### M1 wires

Cells faint in the background.
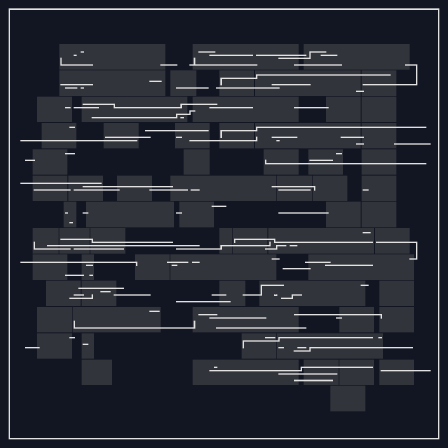
### Routed clock nets over the placement

The bar under the picture is 10 um long.
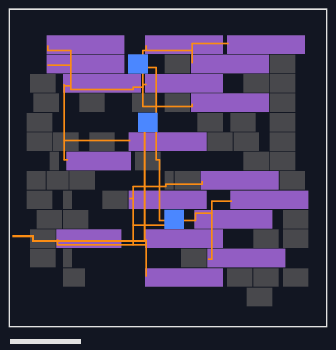
### Cells coloured by class

The bar under the picture is 10 um long.
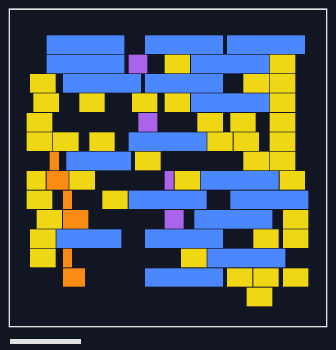
### M2 wires

Cells faint in the background.
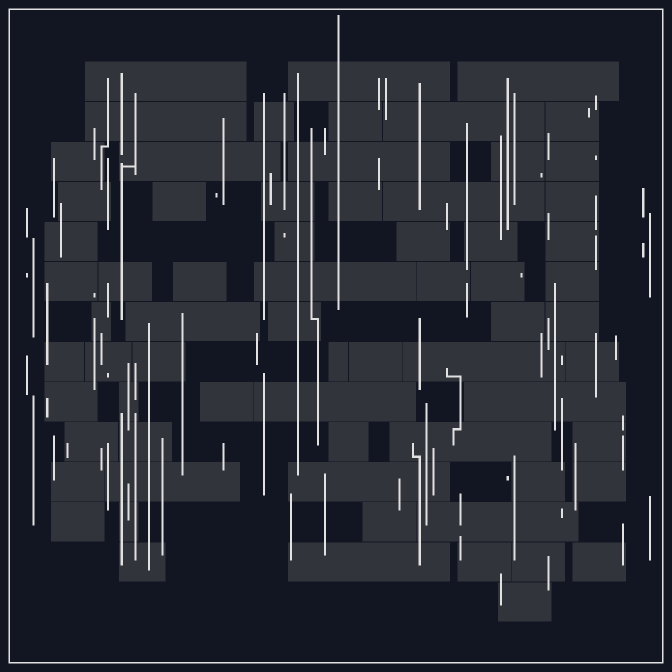
`src/rtl/stream_pkg.sv`:
```
// Shared helpers for multi-lane AXI-Stream blocks: total bus width and lane
// offsets, so every block slices lanes the same way.
package stream_pkg;

    function automatic int total_width(input int s_count, input int data_width);
        return s_count * data_width;
    endfunction

    // Lane i occupies bits [lane_lsb(i, dw) +: dw].
    function automatic int lane_lsb(input int idx, input int data_width);
        return idx * data_width;
    endfunction

endpackage

```
`src/rtl/skid_reg.sv`:
```
// One-entry skid stage: output register plus a temp register. The ready it
// reports is a flop, so there is no combinational path from out_ready to in_ready.
module skid_reg #(
    parameter int WIDTH = 8
) (
    input  logic             clk,
    input  logic             rst_n,
    input  logic [WIDTH-1:0] in_data,
    input  logic             in_valid,
    output logic             in_ready,
    output logic [WIDTH-1:0] out_data,
    output logic             out_valid,
    input  logic             out_ready
);

    logic             room_q;
    logic             out_valid_q;
    logic             tmp_valid_q;
    logic [WIDTH-1:0] out_q;
    logic [WIDTH-1:0] tmp_q;
    logic             accept;
    logic             out_free;

    assign accept   = room_q & in_valid;
    assign out_free = ~out_valid_q | out_ready;

    // Room is only promised when the next cycle can absorb a beat even if the
    // output stalls: temp is never written while it already holds a beat.
    always_ff @(posedge clk or negedge rst_n) begin
        if (!rst_n) begin
            room_q      <= 1'b0;
            out_valid_q <= 1'b0;
            tmp_valid_q <= 1'b0;
        end else begin
            room_q <= out_free | (~tmp_valid_q & (~out_valid_q | ~in_valid));
            if (out_free) begin
                if (tmp_valid_q) begin
                    out_valid_q <= 1'b1;
                    tmp_valid_q <= accept;
                end else begin
                    out_valid_q <= accept;
                end
            end else if (accept) begin
                tmp_valid_q <= 1'b1;
            end
        end
    end

    always_ff @(posedge clk) begin
        if (out_free) begin
            if (tmp_valid_q) begin
                out_q <= tmp_q;
            end else if (accept) begin
                out_q <= in_data;
            end
            if (tmp_valid_q && accept) begin
                tmp_q <= in_data;
            end
        end else if (accept) begin
            tmp_q <= in_data;
        end
    end

    assign in_ready  = room_q;
    assign out_data  = out_q;
    assign out_valid = out_valid_q;

endmodule

```
`src/rtl/gather.sv`:
```
// Gathers S_COUNT AXI-Stream lanes into one wide beat; all lanes move together.
// Define GATHER_SKID_EN for a skid-buffered (registered-ready) version.
module gather
    import stream_pkg::*;
#(
    parameter int S_COUNT    = 2,
    parameter int DATA_WIDTH = 8
) (
    input  logic                          ap_clk,
    input  logic                          ap_rst_n,
    input  logic [S_COUNT*DATA_WIDTH-1:0] s_axis_tdata,
    input  logic [S_COUNT-1:0]            s_axis_tvalid,
    output logic [S_COUNT-1:0]            s_axis_tready,
    output logic [S_COUNT*DATA_WIDTH-1:0] m_axis_tdata,
    output logic                          m_axis_tvalid,
    input  logic                          m_axis_tready
);

    localparam int W = total_width(S_COUNT, DATA_WIDTH);

    logic all_valid;
    logic room;
    logic accept;

    assign all_valid     = &s_axis_tvalid;
    assign accept        = room & all_valid;
    assign s_axis_tready = {S_COUNT{accept}};

`ifdef GATHER_SKID_EN
    skid_reg #(
        .WIDTH(W)
    ) u_skid (
        .clk      (ap_clk),
        .rst_n    (ap_rst_n),
        .in_data  (s_axis_tdata),
        .in_valid (all_valid),
        .in_ready (room),
        .out_data (m_axis_tdata),
        .out_valid(m_axis_tvalid),
        .out_ready(m_axis_tready)
    );
`else
    logic         active_q;
    logic         valid_q;
    logic [W-1:0] data_q;

    // active_q keeps ready low until the first clock after reset release.
    assign room = active_q & (~valid_q | m_axis_tready);

    always_ff @(posedge ap_clk or negedge ap_rst_n) begin
        if (!ap_rst_n) begin
            active_q <= 1'b0;
            valid_q  <= 1'b0;
        end else begin
            active_q <= 1'b1;
            if (accept) begin
                valid_q <= 1'b1;
            end else if (m_axis_tready) begin
                valid_q <= 1'b0;
            end
        end
    end

    always_ff @(posedge ap_clk) begin
        if (accept) begin
            data_q <= s_axis_tdata;
        end
    end

    assign m_axis_tdata  = data_q;
    assign m_axis_tvalid = valid_q;
`endif

endmodule

```
`config.mk`:
```
export PLATFORM = sky130hd
export DESIGN_NAME = gather
export DESIGN_NICKNAME = d
export VERILOG_FILES = /design/src/rtl/stream_pkg.sv /design/src/rtl/skid_reg.sv /design/src/rtl/gather.sv
export SDC_FILE = /design/constraint.sdc
export NUM_CORES = 1
export LEC_CHECK = 0
export CAP_MARGIN = 20
export CORE_MARGIN = 2
export CORE_UTILIZATION = 36
export CTS_CLUSTER_SIZE = 40
export DETAILED_ROUTE_END_ITERATION = 16
export HOLD_SLACK_MARGIN = 0.03
export PLACE_DENSITY = 0.88
export SLEW_MARGIN = 20
export SYNTH_ARGS = -nofsm -noshare
export SYNTH_HDL_FRONTEND = slang
export SYNTH_HIERARCHICAL = 1
export SYNTH_SLANG_ARGS = --single-unit
export TNS_END_PERCENT = 30
```
`constraint.sdc`:
```
create_clock -name ap_clk -period 4.1 [get_ports ap_clk]
set_input_delay 0.615 -clock ap_clk [delete_from_list [all_inputs] [get_ports ap_clk]]
set_output_delay 0.615 -clock ap_clk [all_outputs]
set_load 0.05 [all_outputs]
```
==> summary.rpt <==
FLOW METRICS REPORT
----------------------------------------------------
[Outcome]
  Status ........................ complete, no violations

[STA]
  Post-Route Setup TNS ........................ 0 ns
  Final Worst Setup Slack ........................ 1.32 ns
  Rel. slew slack ........................ around 66%
  Final hold violation count ........................ 0
  Clock period minus worst slack ........................ 2.78 ns
  Final setup violation count ........................ 0

[Drt]
  Highest signal layer in the routed design ........................ met4
  Drt wl/cell ........................ roughly 14 um
  Remaining antenna violation count after routing ........................ 0

[Global routing]
  Number of global-route vias before repair ........................ about 370
  Antenna violations before repair ........................ 0
  Residual overflow from global routing ........................ 0
  Most crowded layer after global routing ........................ met2
  Global Route Usage Sum ........................ approximately 14%

[Synthesis]
  Synth Seq Share ........................ 90.8%
  Post-synth EDFFs ........................ 16
  Ranking of synthesized cells by instance count ........................ sky130_fd_sc_hd__edfxtp_1 (16), sky130_fd_sc_hd__buf_4 (2), sky130_fd_sc_hd__dfrtp_1 (2), sky130_fd_sc_hd__inv_1 (2)
  Count of mapped cells out of synthesis ........................ 26
  Flip-flop and latch count after synthesis ........................ 18
  Yosys stat chip area ........................ 584 um2
  Area of the mapped netlist ........................ between 500 and 600 um2
  Adders+Majority by Area ........................ 0%

[Worst setup path]
  Critical path launch point ........................ s_axis_tvalid[0]
  Worst Path Arrival ........................ ~2.2 ns
  Crit Path Max Fanout ........................ 3
  FF-to-FF Start ........................ m_axis_tvalid$_DFFE_PN0P_
  Data required time of the critical path ........................ 3.48 ns
  Critical path endpoint category ........................ primary output

[Job]
  Stage-log warning count ........................ 27
  Number of maximum-capacitance constraint violations ........................ 0

[Die]
  # IOs ........................ approximately 40

[Power]
  Worst IR Drop VDD ........................ approximately 0.26 mV
  Leakage power total ........................ 0.362 nW

[Placement]
  Number of placed instances, taps included ........................ roughly 80
  Port-buffer cells ........................ 39
  Placed Instance Area ........................ just under 1000 um2

[Hold path]
  Worst hold path class ........................ input port to async pin

[Clock network]
  Deepest level of the CTS H-tree ........................ 1
  Clock insertion delay at the later pin of the skew report ........................ approximately 0.28 ns

[Finish]
  Fill cells ........................ approximately 110
  Logic area ........................ between 30 and 40 um2

----------------------------------------------------
Notes on 'M1 wires' above:
main direction	horizontal
wire length on this layer	486 um
share of all routed wire	43%
nets with wire on the layer	66
Total Wirelength: 1140 um
via count: 384
met1 track utilization from global routing: 14.7%

Notes on 'Routed clock nets over the placement' above:
[flip-flops] purple | count: 18
[cells driving clock nets] blue | count: 3
[clock wires] orange | length: 198 um
routed clock nets	4

Notes on 'Cells coloured by class' above:
class	colour	cells	share of their area
other buffers and delay cells	yellow	40	40%
flops	blue	18	53%
all other logic	orange	6	3.9%
clock drivers and dummy loads	purple	4	2.6%
flip-flop and latch share of the layout cell area: 52.3%
post-route cell area: 1010 um2
Finished Core Util: 67.3%
standard cell core area: 1510 um2

Notes on 'M2 wires' above:
wire length on this layer	439 um
share of all routed wire	38%
longest straight run	27.2 um
main direction	vertical
nets with wire on the layer	79
met2 Track Usage GR: 19.1%

-- final cells by class --
class                   instances  share of cell area, %
multi-input cells               4                   3.09
repair buffers                 40                   39.3
clock inverters                 1                  0.370
clock buffers                   3                   2.22
flip-flops and latches         18                   52.3
well taps                      16                   1.98
inverters                       2                  0.741
-- registers in the layout, summed over array words and instances (netlist names) --
name / flops
m_axis_tdata: 16
active_q: 1
m_axis_tvalid: 1
-- report_power, final --
group	switching, mW	internal [mW]
sequential	0.00202	0.206
combinational	0.0295	0.0271
clock	0.0505	0.0353
-- how the worst max path moves through the flow --
stage,slack [ns],end
2_1_floorplan,1.94,s_axis_tready[0]
3_3_place_gp,1.34,s_axis_tready[1]
3_5_place_dp,1.31,s_axis_tready[1]
4_1_cts,1.31,s_axis_tready[1]
5_1_grt,1.25,s_axis_tready[1]
6_report,1.32,s_axis_tready[1]
-- cells in the final DEF (no fill, tap or decap) --
| cell type | instances |
|---|---|
| sky130_fd_sc_hd__inv_1 | 2 |
| sky130_fd_sc_hd__clkinv_1 | 1 |
| sky130_fd_sc_hd__buf_4 | 1 |
| sky130_fd_sc_hd__a21oi_2 | 1 |
| sky130_fd_sc_hd__dfrtp_1 | 2 |
| sky130_fd_sc_hd__conb_1 | 1 |
| sky130_fd_sc_hd__clkdlybuf4s50_1 | 39 |
| sky130_fd_sc_hd__clkbuf_4 | 3 |
| sky130_fd_sc_hd__nand3_2 | 1 |
| sky130_fd_sc_hd__o21ai_2 | 1 |
| sky130_fd_sc_hd__edfxtp_1 | 16 |
-- worst max-delay path, stage by stage --
cell and delay (ns):
sky130_fd_sc_hd__clkdlybuf4s50_1 0.47, sky130_fd_sc_hd__nand3_2 0.10, sky130_fd_sc_hd__a21oi_2 0.15, sky130_fd_sc_hd__clkdlybuf4s50_1 0.83
No activity file was given, so power comes from the tool's default toggle rates.
